==> run_1/port_nets.png <==
(6 px per micron)
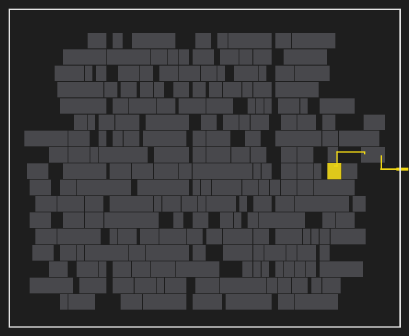
==> run_1/pins.png <==
(4 px per micron) Pins as bars across the die edge, other pins in grey.
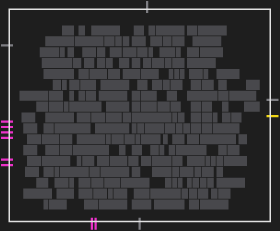
==> run_1/registers.png <==
(4 px per micron)
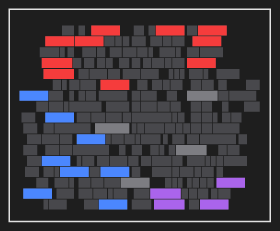
## config.mk

```make
export PLATFORM = sky130hd
export DESIGN_NAME = uart_tx_cfg
export DESIGN_NICKNAME = d
export VERILOG_FILES = /design/src/rtl/uart_tx_cfg.sv
export SDC_FILE = /design/constraint.sdc
export NUM_CORES = 1
export LEC_CHECK = 0
export CAP_MARGIN = 25
export CORE_ASPECT_RATIO = 0.8
export CORE_MARGIN = 2
export CORE_UTILIZATION = 51
export CTS_CLUSTER_SIZE = 25
export DETAILED_ROUTE_END_ITERATION = 7
export PLACE_DENSITY = 0.82
export SKIP_CTS_REPAIR_TIMING = 1
export SLEW_MARGIN = 40
export SYNTH_ARGS = -nofsm -noshare
export SYNTH_HDL_FRONTEND = slang
export SYNTH_SLANG_ARGS = --single-unit
```

## constraint.sdc

```tcl
create_clock -name Clk -period 1.6 [get_ports Clk]
set_input_delay 0.4 -clock Clk [delete_from_list [all_inputs] [get_ports Clk]]
set_output_delay 0.4 -clock Clk [all_outputs]
set_load 0.03 [all_outputs]
```

## src/rtl/uart_tx_cfg.sv

```systemverilog
//------------------------------------------------------------------------------
// uart_tx_cfg
//
// Configurable UART transmit serialiser. It takes a parallel word from the
// controller's I/O register logic and shifts it out on the TXD pad. The frame
// is a start bit, DATA_BITS data bits sent LSB first, an optional odd or even
// parity bit, and 1 or 2 stop bits. The frame format is fixed at elaboration.
// Callers use the Start/EOT handshake of the older fixed 8N1 serialiser.
//
// Parameters:
//   FREQ_CLK   system clock frequency in Hz
//   TX_SPEED   baud rate in bit/s; each bit lasts FREQ_CLK/TX_SPEED clocks
//   DATA_BITS  data bits per frame (5..9)
//   PARITY     0 = none, 1 = odd, 2 = even
//   STOP_BITS  stop bits per frame (1..2)
//
// Ports:
//   Clk    system clock, rising edge
//   Rst    synchronous reset, active-high; aborts any frame in flight
//   Data   frame payload, captured when Start is accepted
//   Start  transmit request, level-sampled while idle
//   Break  (only with UART_TX_BREAK_EN) holds the line in a break condition
//   EOT    high while idle and ready, low while a frame is in flight
//   TXD    serial line, idle high
//
// Optional feature macro: UART_TX_BREAK_EN adds the Break input and the
// BRK/MARK states. When the macro is undefined, those states and the port
// are absent.
//------------------------------------------------------------------------------
module uart_tx_cfg #(
    parameter int unsigned FREQ_CLK  = 100000000,
    parameter int unsigned TX_SPEED  = 115200,
    parameter int unsigned DATA_BITS = 8,
    parameter int unsigned PARITY    = 0,
    parameter int unsigned STOP_BITS = 1
) (
    input  logic                 Clk,
    input  logic                 Rst,
    input  logic [DATA_BITS-1:0] Data,
    input  logic                 Start,
`ifdef UART_TX_BREAK_EN
    input  logic                 Break,
`endif
    output logic                 EOT,
    output logic                 TXD
);

    localparam int unsigned DIV   = FREQ_CLK / TX_SPEED;
    localparam int unsigned CNT_W = (DIV > 1) ? $clog2(DIV) : 1;

    localparam logic [CNT_W-1:0] BAUD_LAST = CNT_W'(DIV - 1);
    localparam logic [3:0]       DATA_LAST = 4'(DATA_BITS - 1);
    localparam logic [3:0]       STOP_LAST = 4'(STOP_BITS - 1);
    localparam logic             ODD_PAR   = (PARITY == 1);

    // Reject frame formats that the serialiser cannot produce
    if (DIV < 2) begin : g_bad_div
        $error("uart_tx_cfg: FREQ_CLK/TX_SPEED must be at least 2");
    end
    if (DATA_BITS < 5 || DATA_BITS > 9) begin : g_bad_data
        $error("uart_tx_cfg: DATA_BITS must be in 5..9");
    end
    if (PARITY > 2) begin : g_bad_parity
        $error("uart_tx_cfg: PARITY must be 0, 1 or 2");
    end
    if (STOP_BITS < 1 || STOP_BITS > 2) begin : g_bad_stop
        $error("uart_tx_cfg: STOP_BITS must be 1 or 2");
    end

    typedef enum logic [2:0] {
        S_IDLE,
        S_START,
        S_DATA,
        S_PAR,
        S_STOP
`ifdef UART_TX_BREAK_EN
        ,
        S_BRK,
        S_MARK
`endif
    } state_t;

    state_t               state_q, state_d;
    logic [CNT_W-1:0]     baud_q, baud_d;
    logic [3:0]           bit_q, bit_d;
    logic [DATA_BITS-1:0] shift_q, shift_d;
    logic                 par_q, par_d;
    logic                 baud_end;

    assign baud_end = (baud_q == BAUD_LAST);

    // State and datapath registers; reset returns to an idle, high line
    always_ff @(posedge Clk) begin
        if (Rst) begin
            state_q <= S_IDLE;
            baud_q  <= '0;
            bit_q   <= '0;
            shift_q <= '0;
            par_q   <= 1'b0;
        end else begin
            state_q <= state_d;
            baud_q  <= baud_d;
            bit_q   <= bit_d;
            shift_q <= shift_d;
            par_q   <= par_d;
        end
    end

    // Next-state logic. The baud counter runs in every timed state and wraps
    // on the last cycle of each bit. bit_q counts data bits in DATA and stop
    // bits in STOP, so one counter serves both states.
    always_comb begin
        state_d = state_q;
        baud_d  = baud_q;
        bit_d   = bit_q;
        shift_d = shift_q;
        par_d   = par_q;

        if (state_q != S_IDLE
`ifdef UART_TX_BREAK_EN
            && state_q != S_BRK
`endif
           ) begin
            baud_d = baud_end ? '0 : baud_q + CNT_W'(1);
        end

        case (state_q)
            S_IDLE: begin
`ifdef UART_TX_BREAK_EN
                if (Break) begin
                    state_d = S_BRK;
                end else
`endif
                if (Start) begin
                    state_d = S_START;
                    shift_d = Data;
                    par_d   = ODD_PAR ? ~^Data : ^Data;
                    baud_d  = '0;
                    bit_d   = '0;
                end
            end
            S_START: begin
                if (baud_end) begin
                    state_d = S_DATA;
                end
            end
            S_DATA: begin
                if (baud_end) begin
                    shift_d = shift_q >> 1;
                    if (bit_q == DATA_LAST) begin
                        bit_d   = '0;
                        state_d = (PARITY != 0) ? S_PAR : S_STOP;
                    end else begin
                        bit_d = bit_q + 4'd1;
                    end
                end
            end
            S_PAR: begin
                if (baud_end) begin
                    state_d = S_STOP;
                end
            end
            S_STOP: begin
                if (baud_end) begin
                    if (bit_q == STOP_LAST) begin
                        bit_d   = '0;
                        state_d = S_IDLE;
                    end else begin
                        bit_d = bit_q + 4'd1;
                    end
                end
            end
`ifdef UART_TX_BREAK_EN
            S_BRK: begin
                if (!Break) begin
                    state_d = S_MARK;
                    baud_d  = '0;
                end
            end
            S_MARK: begin
                if (baud_end) begin
                    state_d = S_IDLE;
                end
            end
`endif
            default: begin
                state_d = S_IDLE;
            end
        endcase
    end

    // Line and handshake decode. The outputs are taken directly from the
    // state, so they change on the edge that enters the state.
    always_comb begin
        TXD = 1'b1;
        EOT = 1'b0;
        case (state_q)
            S_IDLE:  EOT = 1'b1;
            S_START: TXD = 1'b0;
            S_DATA:  TXD = shift_q[0];
            S_PAR:   TXD = par_q;
            S_STOP:  TXD = 1'b1;
`ifdef UART_TX_BREAK_EN
            S_BRK:   TXD = 1'b0;
            S_MARK:  TXD = 1'b1;
`endif
            default: EOT = 1'b1;
        endcase
    end

endmodule

```

==> results_dict.tcl, run 1 <==
# collected from the flow reports
set metrics [dict create \
    ys_sh_simple_pct 28.0 \
    slew_violations 0 \
    layout_setup_ws_ps -117 \
    wirelength_microns 4150 \
    dr_total_vias 1471 \
    fmax_mhz 582 \
    synth_nets 187 \
    clk_path_buf_depth 2 \
    coreArea_sq_um 2790 \
    outcome "finished with violations" \
    period_used_pct 107 \
    yosysCellCount 173 \
    antenna_found_initial 0 \
    cp.depth 7 \
    ys_sh_aoi_pct 18.9 \
    syn_inst 173 \
    mux_share_pct 5.96 \
    crit_path_end_kind "flop" \
    vdd_drop_max_mv 0.792 \
    synth_flops 26 \
    cp.arrival_ps 1920 \
    drtPass1Iterations 5 \
    path_delay_family "buffers and inverters" \
    tool_warnings 29 \
    syn_area_sq_um 1510 \
    setup_viol 14 \
    cpPeakStageDelay_ps 490 \
    viasPerCell 5.93 \
    gp_congestion 0.903 \
    cts-root-buf "clkbuf_8" \
    fin_setup_tns_ps -700 \
    worstPathRequired_ps 1800 \
    ys_warn_count 0 \
    synth_chip_area_sq_um 1510 \
    num_io_pins 13 \
    violations "negative setup slack" \
    finalCriticalPeriod_ps 1720 \
    rrSetupSlack_ps -110 \
    clkSinkCount 26 \
]
Back to the opening pictures, port_nets.png:
- yellow: EOT (direction output; edge right; end cells 1; buffers 1; wire 12.6 microns)

Back to the opening pictures, pins.png:
- yellow: EOT (pins 1; direction output; edge right)
- magenta: Data (pins 8; direction input; edge 6 left, 2 bottom)
- all pins by edge: 7 left, 3 bottom, 2 right, 1 top

Back to the opening pictures, registers.png:
- blue: shift_q (placed flops 8)
- red: baud_q (placed flops 10)
- purple: bit_q (placed flops 4)
- not coloured: 4

run 1: cell type report:
class | count | area (sq um)
Tap cell | 38 | 47.5
Fill cell | 178 | 662
Inverter | 4 | 15.0
Timing Repair Buffer | 43 | 393
Sequential cell | 26 | 532
Multi-Input combinational cell | 133 | 1080
Clock buffer | 4 | 55.1
run 1: where the power goes:
group / switching (W) / internal [W]
combinational: 0.000155 / 0.000165
clock: 0.000224 / 0.000221
sequential: 0.0000206 / 0.000673
total: 0.000400 / 0.00106
run 1: flip-flops by register name, indices dropped and copies added, names as in the netlist:
register / count
shift_q: 8
state_q: 3
baud_q: 10
par_q: 1
bit_q: 4
run 1: cell families (layout without fill, tap and decap cells):
group	Yosys count	after routing
AND-OR/OR-AND	41	41
XOR/XNOR	8	8
adder cells (fa/ha/maj)	3	3
buffers and inverters	15	51
flip-flops	26	26
multiplexers	9	9
AND/OR/NAND/NOR	71	72
run 1: per-layer routing:
| layer | vias to the layer above | share of wire, % | GRT usage, % |
|---|---|---|---|
| li1 | 702 | - | - |
| met1 | 717 | 43 | 26.0 |
| met2 | 46 | 51 | 40.2 |
| met3 | 6 | 4.3 | 4.95 |
| met4 | 0 | 1.2 | 8.16 |
| met5 | - | 0 | 0 |
run 1: worst paths after layout:
check                   startpoint                       to
max reg2reg   baud_q[1]$_SDFF_PP0_  shift_q[0]$_SDFFE_PP0P_
min          bit_q[0]$_SDFFE_PP0P_    bit_q[0]$_SDFFE_PP0P_
max                          Start  shift_q[0]$_SDFFE_PP0P_
min reg2reg  bit_q[0]$_SDFFE_PP0P_    bit_q[0]$_SDFFE_PP0P_
run 1: cells in the final DEF, fill, tap and decap left out, types with 4 or more instances in the layout:
cell type and n:
a311oi_1 5, dfxtp_1 19, o21ai_1 4, nor2_1 13, buf_6 4, clkdlybuf4s50_1 10, buf_4 27, nand2_1 10
nand3_1 6, dfxtp_2 6, nand2b_1 6, a21oi_1 7, mux2i_1 8, nor3_1 7, nor3_4 4, xnor2_1 7
clkbuf_8 4, a211oi_2 5, a21oi_2 7
run 1: per-stage QoR:
stage	hold WS [ps]	power [W]	utilization [%]	setup slack, ps	instances
floorplan	443	0.000859	-	-7.67	173
global placement	455	0.000944	64.7	-205	235
detailed placement	472	0.000956	64.7	-281	235
CTS	488	0.00138	66.6	-207	239
global route	503	0.00151	76.2	-205	248
finish	481	0.00146	76.2	-117	248
run 1: tightest hold or removal path, stage by stage, from the launching register on:
cell and delay, ps:
dfxtp_2 350, nand2_1 50, a21oi_1 50
==> run 2: changes to the inputs <==
--- a/config.mk
+++ b/config.mk
@@ -8,10 +8,12 @@
 export CAP_MARGIN = 25
 export CORE_ASPECT_RATIO = 0.8
 export CORE_MARGIN = 2
-export CORE_UTILIZATION = 51
+export CORE_UTILIZATION = 56
 export CTS_CLUSTER_SIZE = 25
 export DETAILED_ROUTE_END_ITERATION = 7
-export PLACE_DENSITY = 0.82
+export DONT_BUFFER_PORTS = 1
+export PLACE_DENSITY = 0.81
+export REMOVE_ABC_BUFFERS = 1
 export SKIP_CTS_REPAIR_TIMING = 1
 export SLEW_MARGIN = 40
 export SYNTH_ARGS = -nofsm -noshare
==> run 2 against run 1 <==
Effect of this change: the flow still finishes with violations (negative setup slack); sequential power rose by 0.6%; non-clock buffer count fell by 9; via count rose by 2.0%; synthesized area did not move; highest routed layer unchanged; sequential share of layout area rose by 2.1 points; hold slack got worse by 370 ps; clock power fell by 36%; power fell by 13%; critical endpoint is now shift_q[7]$_SDFFE_PP0P_.
==> results_dict.tcl, run 2 <==
# collected from the flow reports
set metrics [dict create \
    fin_cells 235 \
    top_register "baud_q" \
    viasPerCell 6.39 \
    num_io_pins 13 \
    fillers 155 \
    setup_viol 24 \
    layout_top_cells "26 x buf_4, 19 x dfxtp_1, 11 x a21oi_1" \
    crit_path_end_kind "flop" \
    final_common_cell "buf_4" \
    reg.largest.list "baud_q (10), shift_q (8), bit_q (4)" \
    place_inst 216 \
    min_from "Rst" \
    finalCriticalPeriod_ps 1760 \
    largest_reg_flops 10 \
    tool_warnings 27 \
    synth_flops 26 \
    fmax_mhz 568 \
    syn_area_sq_um 1510 \
    yosysCellCount 173 \
    violations "negative setup slack" \
    clkSinkCount 26 \
    flop_area_sq_um 537 \
    slew_violations 0 \
    layout_setup_ws_ps -160 \
    path_class "reg2reg" \
    comb_area_sq_um 1050 \
    cts-root-buf "clkbuf_4" \
    fin_setup_tns_ps -1680 \
    gp_congestion 0.920 \
    worstPathRequired_ps 1830 \
    fp-utilization_pct 60.5 \
    outcome "finished with violations" \
    clk_path_buf_depth 2 \
    powerDensity_nw_per_um2 640 \
    period_used_pct 110 \
    drtPass1Iterations 5 \
    p_total_w 0.00127 \
    syn_inst 173 \
    ys_warn_count 0 \
    wirelength_microns 4650 \
    timing.hold.ws_ps 114 \
    synth_chip_area_sq_um 1510 \
    antenna_found_initial 0 \
    rrSetupSlack_ps -160 \
    coreArea_sq_um 2500 \
    cp.arrival_ps 1980 \
    vdd_drop_max_mv 0.515 \
    top_cells_by_count "26 x dfxtp_1, 15 x nor2_1, 14 x a21oi_1, 10 x nand2_1, 9 x mux2i_1" \
    hold_end "bit_q[1]$_SDFFE_PP0P_" \
    ant_nets 0 \
    reg2reg_from "baud_q[1]$_SDFF_PP0_" \
]
## run 2: cell counts after synthesis
Identical to the previous run, type by type.
## run 2: power breakdown
part / internal, W / switching [W] / total [W]
registers: 0.000671 / 0.0000261 / 0.000697
logic: 0.000148 / 0.000138 / 0.000286
clock network: 0.0000884 / 0.000196 / 0.000284
## run 2: cells by family (layout without fill, tap and decap cells)
family | after synthesis | in the layout | synth area share [%]
and+or+nand+nor | 71 | 71 | 28.0
AOI/OAI and AO/OA | 41 | 41 | 18.9
DFF | 26 | 26 | 34.4
buffers and inverters | 15 | 41 | 5.62
muxes | 9 | 9 | 5.96
xor gates and xnor gates | 8 | 8 | 4.63
adders and majority gates | 3 | 3 | 2.48
## run 2: per-stage QoR
stage | setup slack (ps) | util, %
6_report | -160 | 79.1
5_1_grt | -244 | 79.1
4_1_cts | -204 | 66.3
3_5_place_dp | -54.5 | 65.4
3_3_place_gp | 22.7 | 65.4
2_1_floorplan | -648 | -
## run 2: cell type report
class / instances / share of cell area, %
multi-input combinational: 132 / 53.2
inverter: 4 / 0.758
clock buffer: 3 / 1.14
tap: 36 / 2.27
sequential: 26 / 27.1
timing repair buffer: 34 / 15.5
## run 2: worst max path at each step
stage	start	endpoint	slack, ps	depth (start not counted)
after floorplan	state_q[1]$_SDFFE_PP0P_	bit_q[2]$_SDFFE_PP0P_	-650	5
after global placement	baud_q[0]$_SDFF_PP0_	baud_q[9]$_SDFF_PP0_	20	6
after detailed placement	baud_q[0]$_SDFF_PP0_	baud_q[4]$_SDFF_PP0_	-50	7
after CTS	state_q[1]$_SDFFE_PP0P_	EOT	-200	4
after global routing	baud_q[1]$_SDFF_PP0_	shift_q[1]$_SDFFE_PP0P_	-240	7
final	baud_q[1]$_SDFF_PP0_	shift_q[7]$_SDFFE_PP0P_	-160	7
## run 2: worst max-delay path, cell delays in order (launching register included)
cell,delay [ps]
dfxtp_2,400
ha_4,150
and4b_4,250
a41oi_2,140
nor3_4,330
clkbuf_16,230
nand2b_4,120
a21oi_2,50
## run 2: layer usage
layer	track usage, %	wire length (microns)
met1	26.4	1770
met2	39.7	2350
met3	5.83	374
met4	5.19	152
met5	0	0
==> run_2/final_congestion.png <==
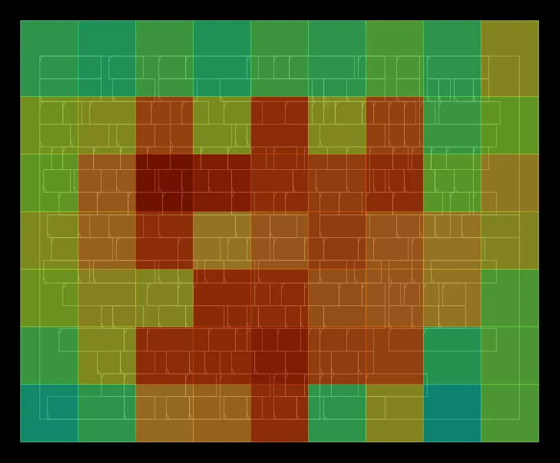
routing usage on met2: 39.7%
Layout Utilization: 79.1%
M1 GR Usage: 26.4%
GRT Overall Usage: 22.0%
DR WL/cell: 19.8 microns

Power figures rest on the tool's default switching activity, not on a simulated workload.
